<file path="src/rtl/mips_pkg.sv">
// Shared constants for the mips32 pipeline control logic.
// Holds the sequencer state encoding and the load-use hazard test.
package mips_pkg;

  localparam logic [1:0] RUN     = 2'd0;
  localparam logic [1:0] LOADUSE = 2'd1;
  localparam logic [1:0] MEMWAIT = 2'd2;

  localparam logic [4:0] REG_ZERO = 5'd0;

  // A load in EX feeding a source of the ID instruction; $0 is never a real dependency.
  function automatic logic load_use_hazard(
    input logic [4:0] rs,
    input logic [4:0] rt,
    input logic       uses_rt,
    input logic [4:0] ex_rt,
    input logic       ex_mem_read
  );
    return ex_mem_read && (ex_rt != REG_ZERO) &&
           ((ex_rt == rs) || (uses_rt && (ex_rt == rt)));
  endfunction

endpackage

</file>
<file path="src/rtl/pipeline_hazard_ctrl_sat_counter.sv">
// Saturating up-counter used for the pipeline performance counters.
// Holds at all-ones instead of wrapping.
module sat_counter #(
  parameter int W = 16
) (
  input  logic         clk,
  input  logic         rst,
  input  logic         inc,
  output logic [W-1:0] count
);

  logic [W-1:0] count_q;
  logic [W-1:0] count_d;

  always_comb begin
    count_d = count_q;
    if (inc && !(&count_q)) begin
      count_d = count_q + 1'b1;
    end
  end

  always_ff @(posedge clk or posedge rst) begin
    if (rst) begin
      count_q <= '0;
    end else begin
      count_q <= count_d;
    end
  end

  assign count = count_q;

endmodule

</file>
<file path="src/rtl/pipeline_hazard_ctrl.sv">
// Five-stage pipeline sequencer: decides advance/hold/flush for PC, IF/ID and ID/EX,
// and tracks memory-wait watchdog plus stall/flush performance counters.
module pipeline_hazard_ctrl
  import mips_pkg::*;
#(
  parameter int COUNT_W     = 16,
  parameter int WAIT_W      = 8,
  parameter int MEM_TIMEOUT = 200
) (
  input  logic               clk,
  input  logic               rst,
  input  logic [4:0]         ifIdRs,
  input  logic [4:0]         ifIdRt,
  input  logic               ifIdUsesRt,
  input  logic [4:0]         idExRt,
  input  logic               idExMemRead,
  input  logic               branchTaken,
  input  logic               jump,
  input  logic               imemReady,
  input  logic               dmemReady,
  output logic               pcWrite,
  output logic               ifIdWrite,
  output logic               ifIdFlush,
  output logic               idExFlush,
  output logic               pipeFreeze,
  output logic               memTimeout,
  output logic [COUNT_W-1:0] stallCycles,
  output logic [COUNT_W-1:0] flushCount
);

  localparam logic [WAIT_W-1:0] TIMEOUT_CNT = WAIT_W'(MEM_TIMEOUT);

  logic [1:0]        state_q, state_d;
  logic [WAIT_W-1:0] wait_cnt_q, wait_cnt_d;
  logic              mem_timeout_q, mem_timeout_d;
  logic              mem_wait;
  logic              load_use;
  logic              stall_inc;

  assign mem_wait = !imemReady || !dmemReady;
  assign load_use = load_use_hazard(ifIdRs, ifIdRt, ifIdUsesRt, idExRt, idExMemRead);

  always_comb begin
    pcWrite    = 1'b1;
    ifIdWrite  = 1'b1;
    ifIdFlush  = 1'b0;
    idExFlush  = 1'b0;
    pipeFreeze = 1'b0;
    state_d    = RUN;
    wait_cnt_d = '0;

    if (state_q == MEMWAIT) begin
      // Release cycle stays frozen too; the pipeline resumes from RUN next cycle.
      pcWrite    = 1'b0;
      ifIdWrite  = 1'b0;
      pipeFreeze = 1'b1;
      if (mem_wait) begin
        state_d    = MEMWAIT;
        wait_cnt_d = (&wait_cnt_q) ? wait_cnt_q : wait_cnt_q + 1'b1;
      end
    end else if (mem_wait) begin
      pcWrite    = 1'b0;
      ifIdWrite  = 1'b0;
      pipeFreeze = 1'b1;
      state_d    = MEMWAIT;
    end else if (branchTaken) begin
      ifIdFlush = 1'b1;
      idExFlush = 1'b1;
    end else if (load_use && (state_q != LOADUSE)) begin
      pcWrite   = 1'b0;
      ifIdWrite = 1'b0;
      idExFlush = 1'b1;
      state_d   = LOADUSE;
    end else if (jump) begin
      ifIdFlush = 1'b1;
    end
  end

  assign mem_timeout_d = mem_timeout_q || (wait_cnt_d >= TIMEOUT_CNT);

  always_ff @(posedge clk or posedge rst) begin
    if (rst) begin
      state_q       <= RUN;
      wait_cnt_q    <= '0;
      mem_timeout_q <= 1'b0;
    end else begin
      state_q       <= state_d;
      wait_cnt_q    <= wait_cnt_d;
      mem_timeout_q <= mem_timeout_d;
    end
  end

  assign memTimeout = mem_timeout_q;
  assign stall_inc  = !pcWrite;

  sat_counter #(.W(COUNT_W)) u_stall_cnt (
    .clk   (clk),
    .rst   (rst),
    .inc   (stall_inc),
    .count (stallCycles)
  );

  sat_counter #(.W(COUNT_W)) u_flush_cnt (
    .clk   (clk),
    .rst   (rst),
    .inc   (ifIdFlush),
    .count (flushCount)
  );

endmodule
</file>
<file path="config.mk">
export PLATFORM = sky130hd
export DESIGN_NAME = pipeline_hazard_ctrl
export DESIGN_NICKNAME = d
export VERILOG_FILES = /design/src/rtl/mips_pkg.sv /design/src/rtl/pipeline_hazard_ctrl_sat_counter.sv /design/src/rtl/pipeline_hazard_ctrl.sv
export SDC_FILE = /design/constraint.sdc
export NUM_CORES = 1
export LEC_CHECK = 0
export CORE_ASPECT_RATIO = 0.7
export CORE_UTILIZATION = 50
export CTS_BUF_LIST = sky130_fd_sc_hd__clkbuf_4
export CTS_CLUSTER_SIZE = 14
export DETAILED_ROUTE_END_ITERATION = 8
export PLACE_DENSITY = 0.8
export SLEW_MARGIN = 20
export SYNTH_ARGS = -nofsm -noshare
export SYNTH_HDL_FRONTEND = slang
export SYNTH_SLANG_ARGS = --single-unit
</file>
<file path="constraint.sdc">
create_clock -name clk -period 2.85 [get_ports clk]
set_input_delay 0.57 -clock clk [delete_from_list [all_inputs] [get_ports clk]]
set_output_delay 0.57 -clock clk [all_outputs]
set_load 0.02 [all_outputs]
</file>
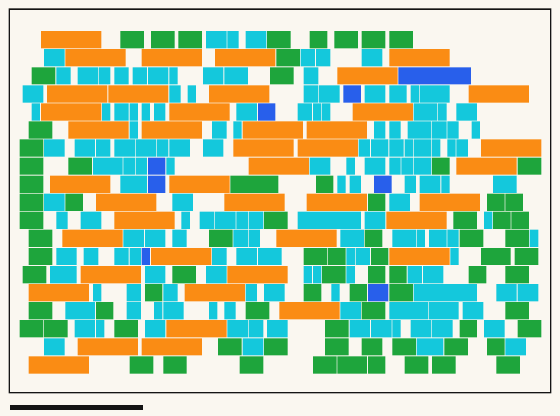
(cell classes on the final placement)
Bar = 20 um.
Key: clock drivers and dummy loads = blue [cells 8, share of their area 2.6%]; sequential cells = orange [cells 43, share of their area 36%]; remaining logic cells = cyan [cells 158, share of their area 37%]; remaining buffers and delay cells = green [cells 79, share of their area 25%]

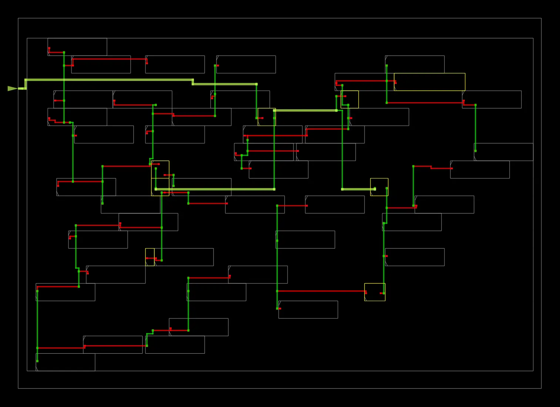
(the clock network)
worst clock skew: 0.0148 ns
clock sink count: 43
number of CTS-inserted buffers: 5

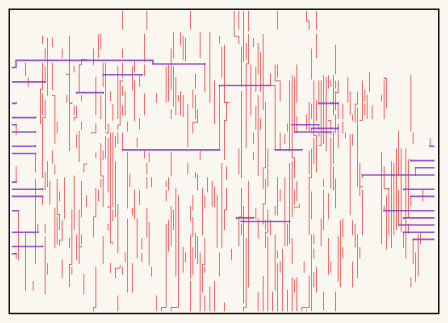
(signal wires by layer)
Only two layers are drawn.
Key: M3 = purple [wire length 231 um]; M2 = red [wire length 2,160 um]

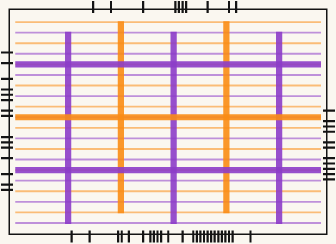
(power grid)
Pins as bars on the die edge.
Key: VSS = purple; VDD = orange
5 straps on met4. 20 met1 rails follow the rows.
CORE AREA: 4070 um2
Die Width: 81.3 um
peak supply drop: 647 uV
DIE HEIGHT: 57.5 um

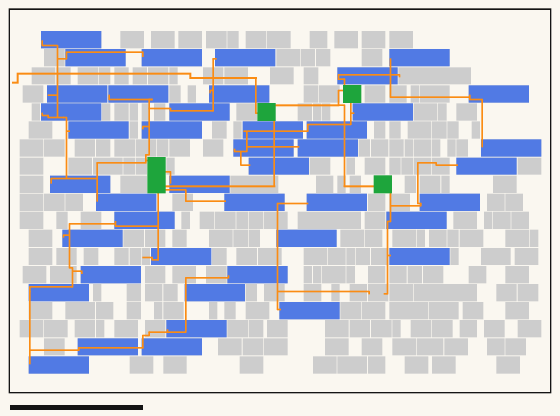
(clock distribution)
Bar = 20 um.
Key: clock wires = orange [length 480 um]; flip-flops = blue [count 43]; clock-net drivers = green [count 5]
There are 6 routed clock nets.

==> metrics.yaml <==
grt_first_pass_wirelength_um: 7680
vias: 1774
cp_max_fo: 2
fin_nets: 313
cts_root_buf: "clkbuf_4"
drive_above_1_share_pct: 14.9
yosysSeqAreaShare_pct: 48.9
grt_max_degree: 44
antenna_found_initial: 0
yosys_area_um2: 2200
r2r_cells: 7
top_cells_by_area: "dfrtp_1 (49%), xnor2_1 (12%), xor2_1 (6.4%)"
fillCellCount: 287
overflow: 0
synth.distinct_cells: 37
ff2ff_setup_slack_ns: 0.70
antenna_cells: 0
arrival_ns: 2.22
hold_end: "u_stall_cnt.count[7]$_DFFE_PP0P_"
setup_viol: 0
syn_to_final_growth_pct: 40.6
crit_path_start_kind: "primary input"
grt_pass1_vias: 1664
regToRegEndpoint: "u_stall_cnt.count[7]$_DFFE_PP0P_"
placed_cell_area_um2: 2980
clk_pin_slew_ns: 0.12
postCtsHoldBufs: 0
powerComb_mw: 0.519
worst_slack_ns: 0.0645
dpl.cell_count: 329
finish.utilization_pct: 76.1
routed_wl_um: 4710
p_int_mw: 1.16
cap_violations: 0
avgSynthCellArea_um2: 10.8
switchingPower_mw: 0.549
relSlewSlack_pct: 60.3
route.detailed.drc: 0
period_used_pct: 97.7
rows: 19
synthDominantCellAreaShare_pct: 48.9
ant_nets: 0
status: "finished clean"
gp_congestion: 0.772
log.warning_count: 26
ys_warn_count: 0
worstPathRequired_ns: 2.28
holdPathStages: 1
hp-start: "u_stall_cnt.count[7]$_DFFE_PP0P_"
syn-num-nets: 230
synthCells: 204
worstSkewPairLatency_ns: 0.35
hold_viol: 0
period_needed_ns: 2.79
synth_flops: 43
synth_area_um2: 2200
hpwl_um: 3430
instances_no_fill: 340
grt_usage_pct: 21.7
cp-end-kind: "output port"
how the worst max path moves through the flow:
stage                    from   endpoint  slack (ns)  cells after the start
floorplan           idExRt[1]  ifIdFlush        0.30                      4
global placement    idExRt[4]  ifIdFlush       -0.44                      8
detailed placement  idExRt[4]  ifIdFlush       -0.51                      8
CTS                 idExRt[3]  ifIdFlush        0.01                      7
global route        idExRt[2]    pcWrite       -0.03                      9
finish              idExRt[2]  ifIdWrite        0.06                      9
routing by layer:
layer	track usage [%]	share of wire [%]
met5	0	0
met4	2.30	0
met3	4.96	4.9
met2	33.8	46
met1	32.1	49
placed cells by master (no fill, tap or decap), types with 2 or more instances in the layout:
cell	instances
clkdlybuf4s50_1	53
dfrtp_1	43
xnor2_1	29
buf_4	22
nor2_1	17
xor2_1	16
nand3_1	16
nand2_1	14
and3_1	9
nand4_1	9
clkbuf_4	5
and4_1	4
inv_1	4
and2_1	4
nor3_2	3
nor3_1	3
ha_1	3
o21ai_0	2
o21ai_2	2
and4b_1	2
a21oi_1	2
dlymetal6s2s_1	2
cells by family (layout without fill, tap and decap cells):
| group | Yosys count | in the layout | synth area share, % |
|---|---|---|---|
| AND-OR/OR-AND | 14 | 14 | 6.71 |
| XOR/XNOR | 45 | 45 | 17.9 |
| adder cells (fa/ha/maj) | 3 | 3 | 1.71 |
| buffers and inverters | 7 | 91 | 1.76 |
| flip-flops | 43 | 43 | 48.9 |
| multiplexers | 3 | 3 | 1.48 |
| AND/OR/NAND/NOR | 89 | 89 | 21.5 |
area by class of cell:
cell class              count  area, um2  area share, %
clock inverters             3       42.5           1.37
flip-flops and latches     43       1080           34.8
multi-input cells         154       1110           35.9
clock buffers               5       37.5           1.21
repair buffers             79        749           24.2
inverters                   4       15.0          0.485
well taps                  52       65.1           2.10
synthesized netlist by cell type:
cell / n
dfrtp_1: 43
xnor2_1: 29
nor2_1: 18
nand3_1: 16
xor2_1: 16
nand2_1: 14
and3_1: 9
nand4_1: 9
nor3_1: 6
and2_1: 4
and4_1: 4
inv_1: 4
ha_1: 3
a21oi_1: 2
and4b_1: 2
nor4_1: 2
o21ai_0: 2
o21ai_2: 2
a21boi_0: 1
a21o_1: 1
a221oi_4: 1
a311o_1: 1
a31o_2: 1
a32oi_2: 1
buf_2: 1
buf_4: 1
buf_6: 1
mux2_1: 1
mux2_2: 1
mux2i_1: 1
nand2b_1: 1
nand3b_1: 1
nor2b_1: 1
nor3b_1: 1
o221ai_4: 1
o31ai_1: 1
or4_4: 1
worst max-delay path, cell delays in order:
cell and delay, ns:
clkdlybuf4s50_1 0.42, buf_4 0.15, xor2_1 0.17, nor3_2 0.25, a32oi_2 0.10, nor3_2 0.20, buf_4 0.16, nor2_2 0.04
buf_4 0.15
timing repair:
action                     in CTS  in global routing
hold endpoints to repair        0                  0
gates resized                  20                  8
pin swaps                       4                  0
buffers inserted                3                  0
setup endpoints to repair       4                  4
registers in the layout, summed over array words and instances, names as in the netlist:
| register | cells |
|---|---|
| memTimeout | 1 |
| state_q | 2 |
| u_flush_cnt.count | 16 |
| u_stall_cnt.count | 16 |
| wait_cnt_q | 8 |
